## src/rtl/hcs_pkg.sv

```systemverilog
// Shared types and helpers for the Han-Carlson pipelined subtractor.
// Stage mapping of the prefix levels lives here so the top and any reuse agree.
package hcs_pkg;

  localparam int HCS_LATENCY = 3;

  typedef struct packed {
    logic g;
    logic p;
  } hcs_gp_t;

  // Pipeline stage that computes prefix level k (level 1 = span 1).
  function automatic int hcs_level(input int k);
    if (k <= 1) begin
      return 1;
    end else if (k <= 4) begin
      return 2;
    end else begin
      return 3;
    end
  endfunction

endpackage

```

## src/rtl/hcs_prefix_node.sv

```systemverilog
// Han-Carlson carry-operator cell: combines a high group with the adjacent low group.
module hcs_prefix_node
  import hcs_pkg::*;
(
  input  hcs_gp_t hi,
  input  hcs_gp_t lo,
  output hcs_gp_t o
);

  assign o.g = hi.g | (hi.p & lo.g);
  assign o.p = hi.p & lo.p;

endmodule

```

## src/rtl/hcs_sub_pipe.sv

```systemverilog
// Three-stage valid/ready subtractor D = X - Y on a Han-Carlson prefix tree.
// Optional macro SUB_SAT_EN clamps diff to the signed range on overflow.
module hcs_sub_pipe
  import hcs_pkg::*;
#(
  parameter int W = 28
) (
  input  logic         clk,
  input  logic         rst_n,
  input  logic         in_valid,
  output logic         in_ready,
  input  logic [W-1:0] x,
  input  logic [W-1:0] y,
  output logic         out_valid,
  input  logic         out_ready,
  output logic [W-1:0] diff,
  output logic         borrow,
  output logic         ovf
);

  localparam int NL      = $clog2(W);
  localparam int S2_LAST = (NL < 4) ? NL : 4;

  logic            v1_reg, v2_reg, v3_reg;
  logic            ld1, ld2, ld3;
  hcs_gp_t [W-1:0] gp0, s1_gp_reg, s2_gp_reg, fin;
  logic [W-1:0]    s1_p_reg, s2_p_reg;
  logic            s1_xs_reg, s1_ys_reg, s2_xs_reg, s2_ys_reg;
  logic [W-1:0]    full_g, carry, raw_diff, diff_next, unused_p;
  logic            borrow_next, ovf_next;

  // A stage loads when its successor is empty or draining this cycle.
  assign ld3       = !v3_reg || out_ready;
  assign ld2       = !v2_reg || ld3;
  assign ld1       = !v1_reg || ld2;
  assign in_ready  = ld1;
  assign out_valid = v3_reg;

  // Generate/propagate of X + ~Y with the +1 carry-in folded into bit 0.
  for (genvar gi = 0; gi < W; gi++) begin : gp_gen
    if (gi == 0) begin : cin_bit
      assign gp0[gi].g = (x[gi] & ~y[gi]) | (x[gi] ^ ~y[gi]);
    end else begin : plain_bit
      assign gp0[gi].g = x[gi] & ~y[gi];
    end
    assign gp0[gi].p = x[gi] ^ ~y[gi];
  end

  // Odd-bit Kogge-Stone levels; each level's source is a stage register at stage boundaries.
  for (genvar k = 1; k <= NL; k++) begin : lv
    localparam int SPAN = 1 << (k - 1);
    hcs_gp_t [W-1:0] src, res;

    if (k == 1) begin : from_gp
      assign src = gp0;
    end else if (hcs_level(k) != hcs_level(k - 1) && hcs_level(k) == 2) begin : from_s1
      assign src = s1_gp_reg;
    end else if (hcs_level(k) != hcs_level(k - 1)) begin : from_s2
      assign src = s2_gp_reg;
    end else begin : from_prev
      assign src = lv[k-1].res;
    end

    for (genvar gi = 0; gi < W; gi++) begin : node
      if ((gi % 2 == 1) && (gi >= SPAN)) begin : active
        hcs_prefix_node u_node (.hi(src[gi]), .lo(src[gi-SPAN]), .o(res[gi]));
      end else begin : pass
        assign res[gi] = src[gi];
      end
    end
  end

  if (NL > S2_LAST) begin : fin_stage3
    assign fin = lv[NL].res;
  end else begin : fin_stage2
    assign fin = s2_gp_reg;
  end

  // Even bits pick up the full prefix of the odd bit just below them.
  for (genvar gi = 0; gi < W; gi++) begin : fill
    if (gi == 0 || gi % 2 == 1) begin : direct
      assign full_g[gi]   = fin[gi].g;
      assign unused_p[gi] = fin[gi].p;
    end else begin : even
      hcs_gp_t fill_o;
      hcs_prefix_node u_fill (.hi(fin[gi]), .lo(fin[gi-1]), .o(fill_o));
      assign full_g[gi]   = fill_o.g;
      assign unused_p[gi] = fill_o.p;
    end
  end

  assign carry       = {full_g[W-2:0], 1'b1};
  assign raw_diff    = s2_p_reg ^ carry;
  assign borrow_next = ~full_g[W-1];
  assign ovf_next    = (s2_xs_reg != s2_ys_reg) && (raw_diff[W-1] != s2_xs_reg);

`ifdef SUB_SAT_EN
  assign diff_next = ovf_next ? {s2_xs_reg, {(W-1){~s2_xs_reg}}} : raw_diff;
`else
  assign diff_next = raw_diff;
`endif

  always_ff @(posedge clk or negedge rst_n) begin
    if (!rst_n) begin
      v1_reg    <= 1'b0;
      s1_gp_reg <= '0;
      s1_p_reg  <= '0;
      s1_xs_reg <= 1'b0;
      s1_ys_reg <= 1'b0;
    end else if (ld1) begin
      v1_reg <= in_valid;
      if (in_valid) begin
        s1_gp_reg <= lv[1].res;
        s1_p_reg  <= x ^ ~y;
        s1_xs_reg <= x[W-1];
        s1_ys_reg <= y[W-1];
      end
    end
  end

  always_ff @(posedge clk or negedge rst_n) begin
    if (!rst_n) begin
      v2_reg    <= 1'b0;
      s2_gp_reg <= '0;
      s2_p_reg  <= '0;
      s2_xs_reg <= 1'b0;
      s2_ys_reg <= 1'b0;
    end else if (ld2) begin
      v2_reg <= v1_reg;
      if (v1_reg) begin
        s2_gp_reg <= lv[S2_LAST].res;
        s2_p_reg  <= s1_p_reg;
        s2_xs_reg <= s1_xs_reg;
        s2_ys_reg <= s1_ys_reg;
      end
    end
  end

  always_ff @(posedge clk or negedge rst_n) begin
    if (!rst_n) begin
      v3_reg <= 1'b0;
      diff   <= '0;
      borrow <= 1'b0;
      ovf    <= 1'b0;
    end else if (ld3) begin
      v3_reg <= v2_reg;
      if (v2_reg) begin
        diff   <= diff_next;
        borrow <= borrow_next;
        ovf    <= ovf_next;
      end
    end
  end

endmodule
```

## config.mk

```make
export PLATFORM = sky130hd
export DESIGN_NAME = hcs_sub_pipe
export DESIGN_NICKNAME = d
export VERILOG_FILES = /design/src/rtl/hcs_pkg.sv /design/src/rtl/hcs_prefix_node.sv /design/src/rtl/hcs_sub_pipe.sv
export SDC_FILE = /design/constraint.sdc
export NUM_CORES = 1
export LEC_CHECK = 0
export CELL_PAD_IN_SITES_DETAIL_PLACEMENT = 1
export CELL_PAD_IN_SITES_GLOBAL_PLACEMENT = 1
export CORE_MARGIN = 2
export CORE_UTILIZATION = 41
export DETAILED_ROUTE_END_ITERATION = 6
export PLACE_DENSITY_LB_ADDON = 0.3
export SYNTH_ARGS = -nofsm -noshare
export SYNTH_HDL_FRONTEND = slang
export SYNTH_SLANG_ARGS = --single-unit
export TNS_END_PERCENT = 1
```

## constraint.sdc

```tcl
create_clock -name clk -period 1.6 [get_ports clk]
set_input_delay 0.32 -clock clk [delete_from_list [all_inputs] [get_ports clk]]
set_output_delay 0.32 -clock clk [all_outputs]
set_load 0.02 [all_outputs]
```

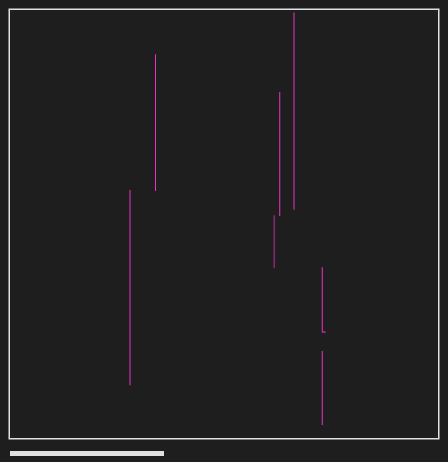
**Above:** run 1 (met4 routing).
Scale bar: 50 um.
wire length on this layer	274 um
main direction	vertical
longest straight run	63.9 um
share of all routed wire	1.6%
via count: 4980
Post-Route WL: 16820 um

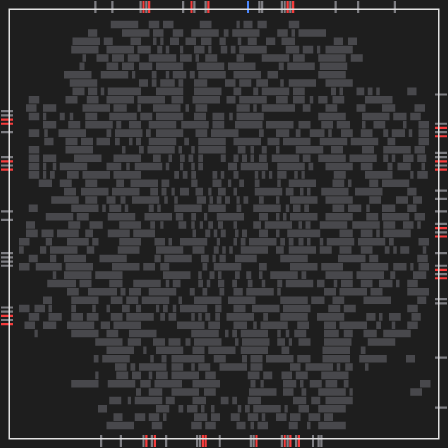
**Above:** run 1 (ports around the boundary).
Pins as bars across the die edge, other pins in grey.
port	colour	pins	direction	edge
y	red	28	input	8 south, 8 east, 6 north, 6 west
ovf	blue	1	output	north
all pins by edge	26 east, 24 south, 22 north, 20 west
chip height: 139.4 um
Port Buffer Count: 91
die width: 139.4 um

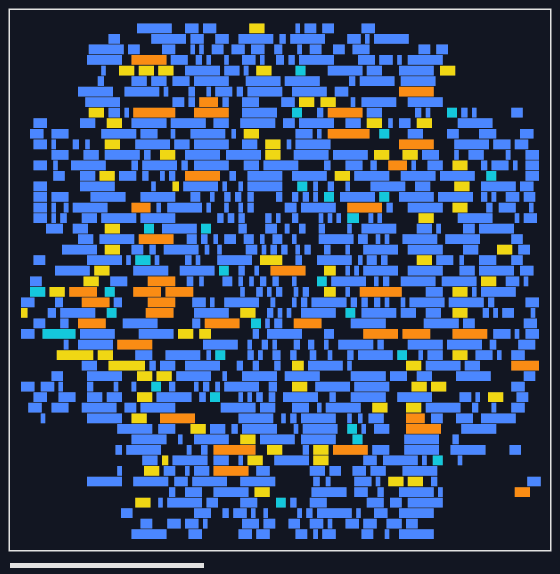
**Above:** run 1 (cell sizes after repair).
Scale bar: 50 um.
size	colour	cells
drive 3 to 4	cyan	28
drive 2	yellow	71
drive 6 and up	orange	37
drive 1 or less	blue	620
synthesis-to-finish area growth: 26.44%
Signal buffers: 123
design area: 9502 sq um

==> impl_metrics.env, run 1 <==
# implementation run metrics
export IMPL_outcome="finished clean"
export IMPL_ys_flop_type="dfrtp_1"
export IMPL_async_flop_share=1.000
export IMPL_ys_seq_frac=0.5594
export IMPL_end_kind="output port"
export IMPL_max_freq_mhz=655.0
export IMPL_ys_sh_adder=0.06827
export IMPL_cp_buffers_inverters=1
export IMPL_synth_top_cell_area_share=0.5594
export IMPL_flop_area_sq_um=4207
export IMPL_drc=0
export IMPL_yosysWarnings=0
export IMPL_setup_violations_final=0
export IMPL_max_clock_path_buffers=2
export IMPL_ys_cells=624
export IMPL_syn_area_per_cell_sq_um=12.04
export IMPL_yosysTopAreaCell="dfrtp_1"
export IMPL_synthesis_nets=725
export IMPL_placed_area_sq_um=8876
export IMPL_ant_nets=0
export IMPL_openroad_warnings=26
export IMPL_pwr_share_seq=0.432
export IMPL_area_leaders="dfrtp_1 56%, mux2_2 9.0%, ha_1 6.8%, mux2_1 6.3%, nand2_1 4.4%"
export IMPL_rsz0062_at_grt="false"
export IMPL_r2r_setup_slack_ns=0.11
export IMPL_worst_pin_slew_ns=0.4378
export IMPL_drv_cap=0
export IMPL_final_layout_top_logic_cells="166 x dfrtp_1, 88 x nand2_1, 63 x o21ai_0"
export IMPL_finalHoldViolations=0
export IMPL_rows=49
export IMPL_synth_logic_top_family="multiplexers"
export IMPL_combPwrFrac=0.250
run 1: metrics by stage:
stage          TNS, ns  power, mW  cells  utilization  setup WS, ns
2_1_floorplan        0      8.109    624            -        0.1043
3_3_place_gp    -19.51      9.704    951       0.4941       -0.2925
3_5_place_dp    -26.82      9.919    951       0.4941       -0.3092
4_1_cts              0      14.19    984       0.5285       0.03579
5_1_grt              0      14.81    985       0.5289       0.02984
6_report             0      14.00    985       0.5289       0.07335
run 1: cells in the mapped netlist (all sizes together) (2+ instances only):
library cell and instances:
a311oi 2, nor2b 2, a21oi 33, nand2b 4
buf 21, mux2 102, a221oi 2, ha 41
nand2 90, nor2 21, inv 33, nand3 4
o21bai 2, a21o 5, and3 2, dfrtp 168
o21ai 67, clkbuf 2, xor2 13
run 1: layer usage:
layer	vias to the layer above	global-route usage	wire length [um]
li1	2382	-	-
met1	2503	0.2295	7448
met2	74	0.3282	8599
met3	21	0.03785	493
met4	0	0.06592	274
met5	-	0	0
run 1: power groups by stage:
stage / registers [mW] / clock network, mW / logic, mW
after detailed placement: 6.15 / 0 / 3.77
after floorplan: 6.39 / 0 / 1.72
after global routing: 6.22 / 4.71 / 3.88
after CTS: 6.07 / 4.55 / 3.57
final: 6.05 / 4.45 / 3.50
after global placement: 6.06 / 0 / 3.64
run 1: what timing repair did:
| action | 4_1_cts | 5_1_grt |
|---|---|---|
| resized | 37 | 0 |
| hold buffers | 1 | 0 |
| endpoints found under the hold margin | 38 | 0 |
| setup buffers | 0 | 1 |
| pin swaps | 0 | 1 |
| endpoints found under the setup margin | 32 | 1 |
run 1: final timing paths:
kind                                start            end  depth (start not counted)
max in group asynchronous           rst_n  lv[2].src[38]                          3
min in group clk                 diff[15]       diff[15]                          2
worst max-delay path            out_valid      out_valid                          1
worst min register to register   diff[15]       diff[15]                          2
worst max register to register  carry[10]            ovf                          7
worst min-delay path                rst_n    s1_p_reg[9]                          2
run 1: cell type report:
class,count,share of cell area
flip-flops and latches,168,0.4427
clock buffers,21,0.05057
multi-input cells,400,0.3143
inverters,33,0.01304
well taps,229,0.03016
repair buffers,123,0.1314
clock inverters,11,0.01778
run 1: logic make-up after synthesis:
logic type	count (synthesis)
AND-OR/OR-AND	115
XOR/XNOR	14
adder cells (fa/ha/maj)	41
buffers and inverters	56
flip-flops	168
multiplexers	103
AND/OR/NAND/NOR	127
==> run 2: changes to the inputs <==
- CORE_MARGIN: 2 -> default
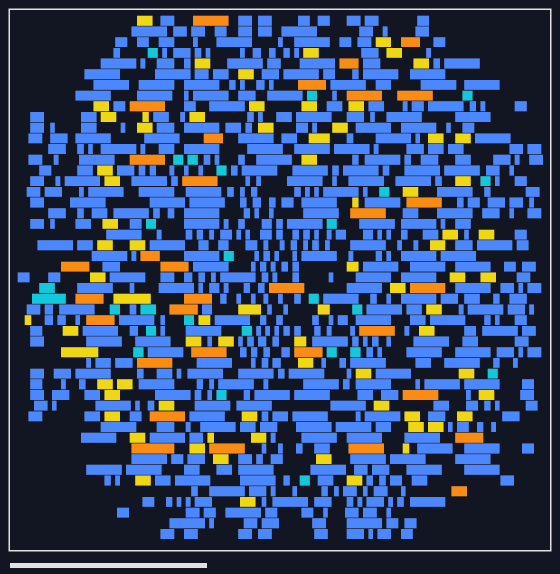
**Above:** run 2 (cell sizes after repair).
Scale bar: 50 um.
size	colour	cells
drive 2	yellow	74
drive 6 and up	orange	32
drive 1 or less	blue	620
drive 3 to 4	cyan	26
synthesis-to-finish area growth: 24.71%
design area: 9371 sq um
Final WS setup: 0.07235 ns
Signal buffers: 121

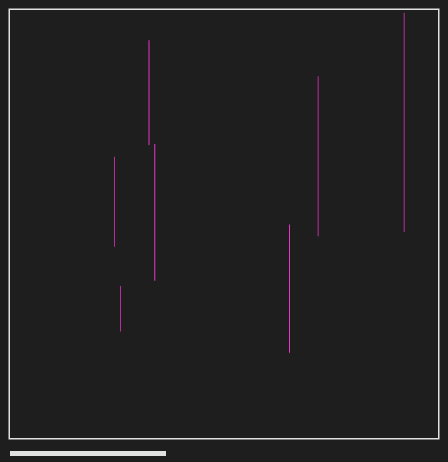
**Above:** run 2 (met4 routing).
Scale bar: 50 um.
longest straight run	70.0 um
nets with wire on the layer	3
share of all routed wire	1.7%
via count: 4962
Post-Route WL: 16440 um

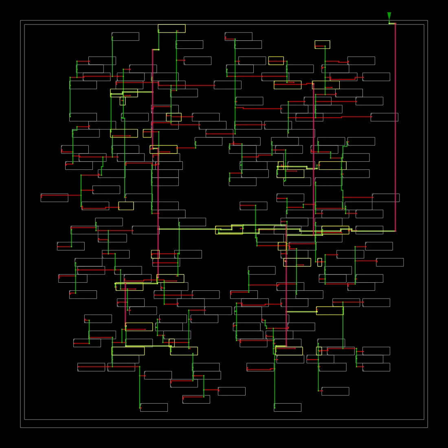
**Above:** run 2 (clock nets).
Clk power: 3.89 mW
Latency at later pin: 0.43 ns
final clock skew: 0.007472 ns

==> run 2 against run 1 <==
Effect of this change: setup slack worse by 0.0010 ns; sequential power about the same; power down 4.2%; clock skew about the same; register-to-register slack about the same; critical path depth unchanged; sequential cell count unchanged; global-route usage up 0.51 points; clock power down 13%; critical path type unchanged; largest power group unchanged.
==> impl_metrics.env, run 2 <==
# implementation run metrics
export IMPL_ys_sh_adder=0.06827
export IMPL_yosysTopAreaCell="dfrtp_1"
export IMPL_setup_violations_final=0
export IMPL_dp_cells=949
export IMPL_die_size_y_um=137.4
export IMPL_drv_cap=0
export IMPL_viasPerCell=5.058
export IMPL_drc=0
export IMPL_synthesis_nets=725
export IMPL_async_flop_share=1.000
export IMPL_pwr_share_seq=0.452
export IMPL_r2r_setup_slack_ns=0.12
export IMPL_most_common_cell="dfrtp_1"
export IMPL_syn_area_per_cell_sq_um=12.04
export IMPL_ys_cells=624
export IMPL_crit_path_start="out_valid"
export IMPL_synth_seq_cells=168
export IMPL_grt_pass1_vias=5383
export IMPL_flop_area_sq_um=4207
export IMPL_synth_logic_top_family="multiplexers"
export IMPL_yosysWarnings=0
export IMPL_ys_flop_type="dfrtp_1"
export IMPL_finalHoldViolations=0
export IMPL_synth_top_cell_area_share=0.5594
export IMPL_setup_tns_ns=0
export IMPL_max_clock_path_buffers=2
export IMPL_synthTopCellsByCount="168 x dfrtp_1, 88 x nand2_1, 63 x o21ai_0"
export IMPL_instances_no_fill=981
export IMPL_ys_seq_frac=0.5594
export IMPL_worst_pin_slew_ns=0.3694
export IMPL_outcome="finished clean"
export IMPL_end_kind="output port"
export IMPL_combPwrFrac=0.258
export IMPL_core_sq_um=17960
export IMPL_max_freq_mhz=654.6
export IMPL_area_leaders="dfrtp_1 56%, mux2_2 9.0%, ha_1 6.8%, mux2_1 6.3%, nand2_1 4.4%"
export IMPL_ant_nets=0
export IMPL_port_buffers=91
export IMPL_final_util=0.5217
run 2: layer usage:
| layer | global-route usage | vias to the layer above | wire [um] |
|---|---|---|---|
| met3 | 0.03569 | 20 | 459 |
| li1 | - | 2361 | - |
| met2 | 0.3342 | 68 | 8407 |
| met5 | 0 | - | 0 |
| met4 | 0.07204 | 0 | 281 |
| met1 | 0.2361 | 2513 | 7295 |
run 2: final cells by class:
type                    count  area share
clock buffers              22     0.05167
clock inverters             8    0.007744
inverters                  33     0.01322
multi-input cells         400      0.3190
flip-flops and latches    168      0.4489
well taps                 229     0.03057
repair buffers            121      0.1290
run 2: final timing paths:
check / end / cells after the start
max: out_valid / 1
min reg2reg: diff[13] / 2
max in group asynchronous: out_valid / 3
min in group clk: diff[13] / 2
min: lv[2].src[22] / 2
max reg2reg: ovf / 7
run 2: what timing repair did:
item	4_1_cts	5_1_grt
endpoints found under the hold margin	26	0
endpoints found under the setup margin	32	1
gates resized	37	2
buffers inserted	0	1
hold buffers	1	0
pin swaps	0	5
run 2: kinds of logic after synthesis:
logic type / Yosys count
flip-flops: 168
AND/OR/NAND/NOR: 127
buffers and inverters: 56
adder cells (fa/ha/maj): 41
multiplexers: 103
XOR/XNOR: 14
AND-OR/OR-AND: 115
run 2: metrics by stage:
stage / hold slack, ns / power (mW) / worst slack [ns] / cell area [sq um]
after CTS: 0.3564 / 13.56 / 0.05044 / 9361
after global placement: 0.2224 / 9.673 / -0.3012 / 8836
after floorplan: 0.02441 / 8.109 / 0.1043 / 7515
after global routing: 0.3708 / 14.18 / -0.006431 / 9371
after detailed placement: 0.2255 / 9.909 / -0.3132 / 8836
final: 0.3624 / 13.42 / 0.07235 / 9371
run 2: power by group through the flow:
stage / Sequential, mW / Combinational, mW / Clock, mW
after global routing: 6.22 / 3.85 / 4.12
final: 6.06 / 3.46 / 3.89
after floorplan: 6.39 / 1.72 / 0
after global placement: 6.07 / 3.61 / 0
after CTS: 6.08 / 3.52 / 3.96
after detailed placement: 6.15 / 3.75 / 0
==> run 3: changes to the inputs <==
- HOLD_SLACK_MARGIN: default -> 0.03
- RECOVER_POWER: default -> 50
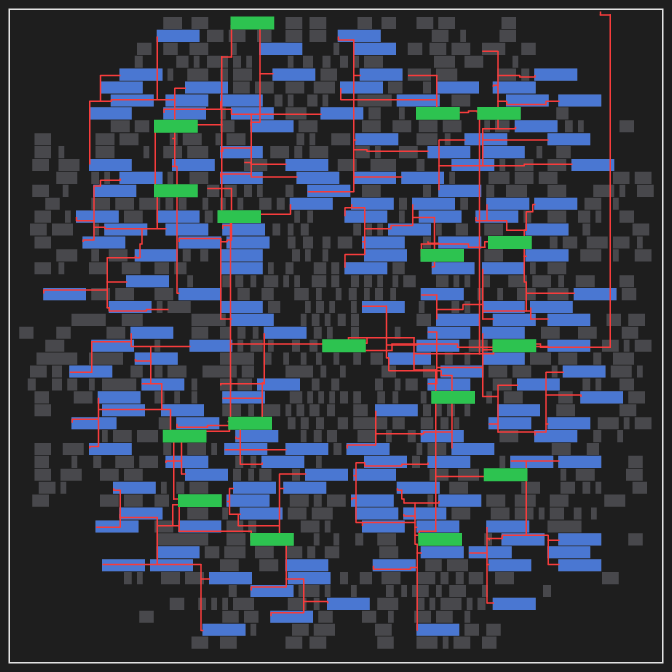
**Above:** run 3 (clock network drawn from the DEF).
[cells driving clock nets] green | count: 17
[flip-flops] blue | count: 168
[clock wires] red | length: 2030 um
routed clock nets	18
Clk power: 3.90 mW
final clock skew: 0.007681 ns
Clock Power Share: 0.290

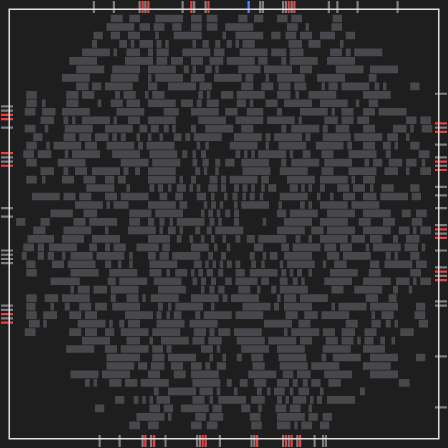
**Above:** run 3 (ports around the boundary).
Pins as bars across the die edge, other pins in grey.
port	colour	pins	direction	edge
y	red	28	input	8 south, 8 east, 6 north, 6 west
ovf	blue	1	output	north
die width: 137.4 um
chip height: 137.4 um

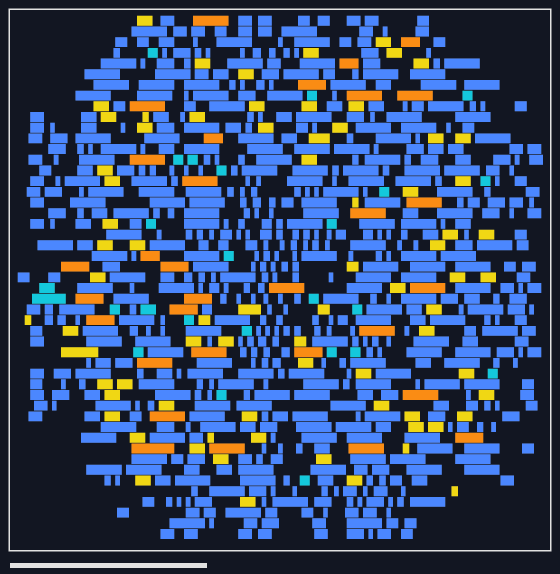
**Above:** run 3 (cell sizes after repair).
Scale bar: 50 um.
size	colour	cells
drive 3 to 4	cyan	25
drive 2	yellow	74
drive 6 and up	orange	31
drive 1 or less	blue	622
Final WS setup: 0.05525 ns
design area: 9360 sq um
synthesis-to-finish area growth: 24.56%

==> run 3 against run 2 <==
Effect of this change: setup slack got worse by 0.017 ns; non-clock buffer count unchanged; first-iteration DRC count increased by 6.6%; design area decreased by 0.12%; hold slack improved by 0.11 ns; global-route usage unchanged; largest power group unchanged.
==> impl_metrics.env, run 3 <==
# implementation run metrics
export IMPL_outcome="finished clean"
export IMPL_drv_cap=0
export IMPL_hold_path_endpoint="diff[13]"
export IMPL_use_met2=0.3342
export IMPL_r2r_start="carry[10]"
export IMPL_placed_area_sq_um=8836
export IMPL_worst_pin_slew_ns=0.8429
export IMPL_final_layout_top_logic_cells="167 x dfrtp_1, 88 x nand2_1, 62 x o21ai_0"
export IMPL_syn_area_per_cell_sq_um=12.04
export IMPL_synth_seq_cells=168
export IMPL_max_clock_path_buffers=2
export IMPL_setup_violations_final=0
export IMPL_core_sq_um=17960
export IMPL_most_common_cell="dfrtp_1"
export IMPL_yosysTopAreaCell="dfrtp_1"
export IMPL_end_kind="output port"
export IMPL_clock_latency_ns=0.43
export IMPL_rows=49
export IMPL_reg2regPathDepth=7
export IMPL_gr_max_usage_layer="met2"
export IMPL_num_vias=4971
export IMPL_ys_cells=624
export IMPL_wl_um=16440
export IMPL_met3_usage=0.03569
export IMPL_ys_seq_frac=0.5594
export IMPL_viasPerCell=5.067
export IMPL_drc=0
export IMPL_r2r_end="ovf"
export IMPL_final_util=0.5211
==> run 3: cell counts after synthesis <==
Identical to the previous run, type by type.
==> run 3: metrics by stage <==
step	TNS (ns)	total power, mW	hold slack (ns)	instances
global route	-0.006431	14.18	0.5035	981
detailed placement	-27.09	9.909	0.2255	949
floorplan	0	8.109	0.02441	624
global placement	-21.15	9.673	0.2224	949
CTS	0	13.56	0.3564	980
finish	0	13.42	0.4698	981
==> run 3: how the worst max path moves through the flow <==
stage	from	to	slack (ns)	depth (start not counted)
finish	v2_reg	in_ready	0.06	2
global route	carry[10]	ovf	-0.006	7
CTS	carry[10]	ovf	0.05	7
detailed placement	out_ready	in_ready	-0.31	3
global placement	out_ready	in_ready	-0.30	3
floorplan	out_valid	s1_p_reg[25]	0.10	4
==> run 3: logic make-up after synthesis <==
logic type | share of synthesized area
simple gates | 0.07243
fa+ha+maj | 0.06826
flops | 0.5594
buf+inv | 0.04379
compound gates | 0.08558
mux | 0.1542
xor+xnor | 0.01632
==> run 3: power by group <==
part	switching [mW]	total (mW)	internal, mW
Combinational	1.76	3.46	1.70
Sequential	0.718	6.06	5.34
Clock	1.62	3.90	2.28
Total	4.10	13.4	9.31
==> run 3: repair_timing <==
action                                  in CTS  in global routing
pin swaps                                    0                  5
endpoints found under the hold margin       26                  0
gates resized                               37                  2
buffers inserted                             0                  1
hold buffers                                 1                  0
endpoints found under the setup margin      32                  1
==> run 3: final cells by class <==
| cell class | instances | area (sq um) |
|---|---|---|
| Clock buffer | 22 | 484.2 |
| Clock inverter | 8 | 72.57 |
| Fill cell | 1885 | 8603 |
| Inverter | 33 | 123.9 |
| Multi-Input combinational cell | 400 | 2989 |
| Sequential cell | 168 | 4205 |
| Tap cell | 229 | 286.5 |
| Timing Repair Buffer | 121 | 1199 |
==> run 3: critical path, stage by stage (launching register included) <==
cell and delay [ns]:
dfrtp_1 0.46, nand4b_4 0.15, buf_2 0.18
==> run 3: metal layers <==
| layer | up-vias | wire [um] |
|---|---|---|
| met1 | 2521 | 7297 |
| met2 | 68 | 8411 |
| li1 | 2360 | - |
| met3 | 22 | 456 |
| met5 | - | 0 |
| met4 | 0 | 278 |
Power is estimated from default activity; no workload was simulated.
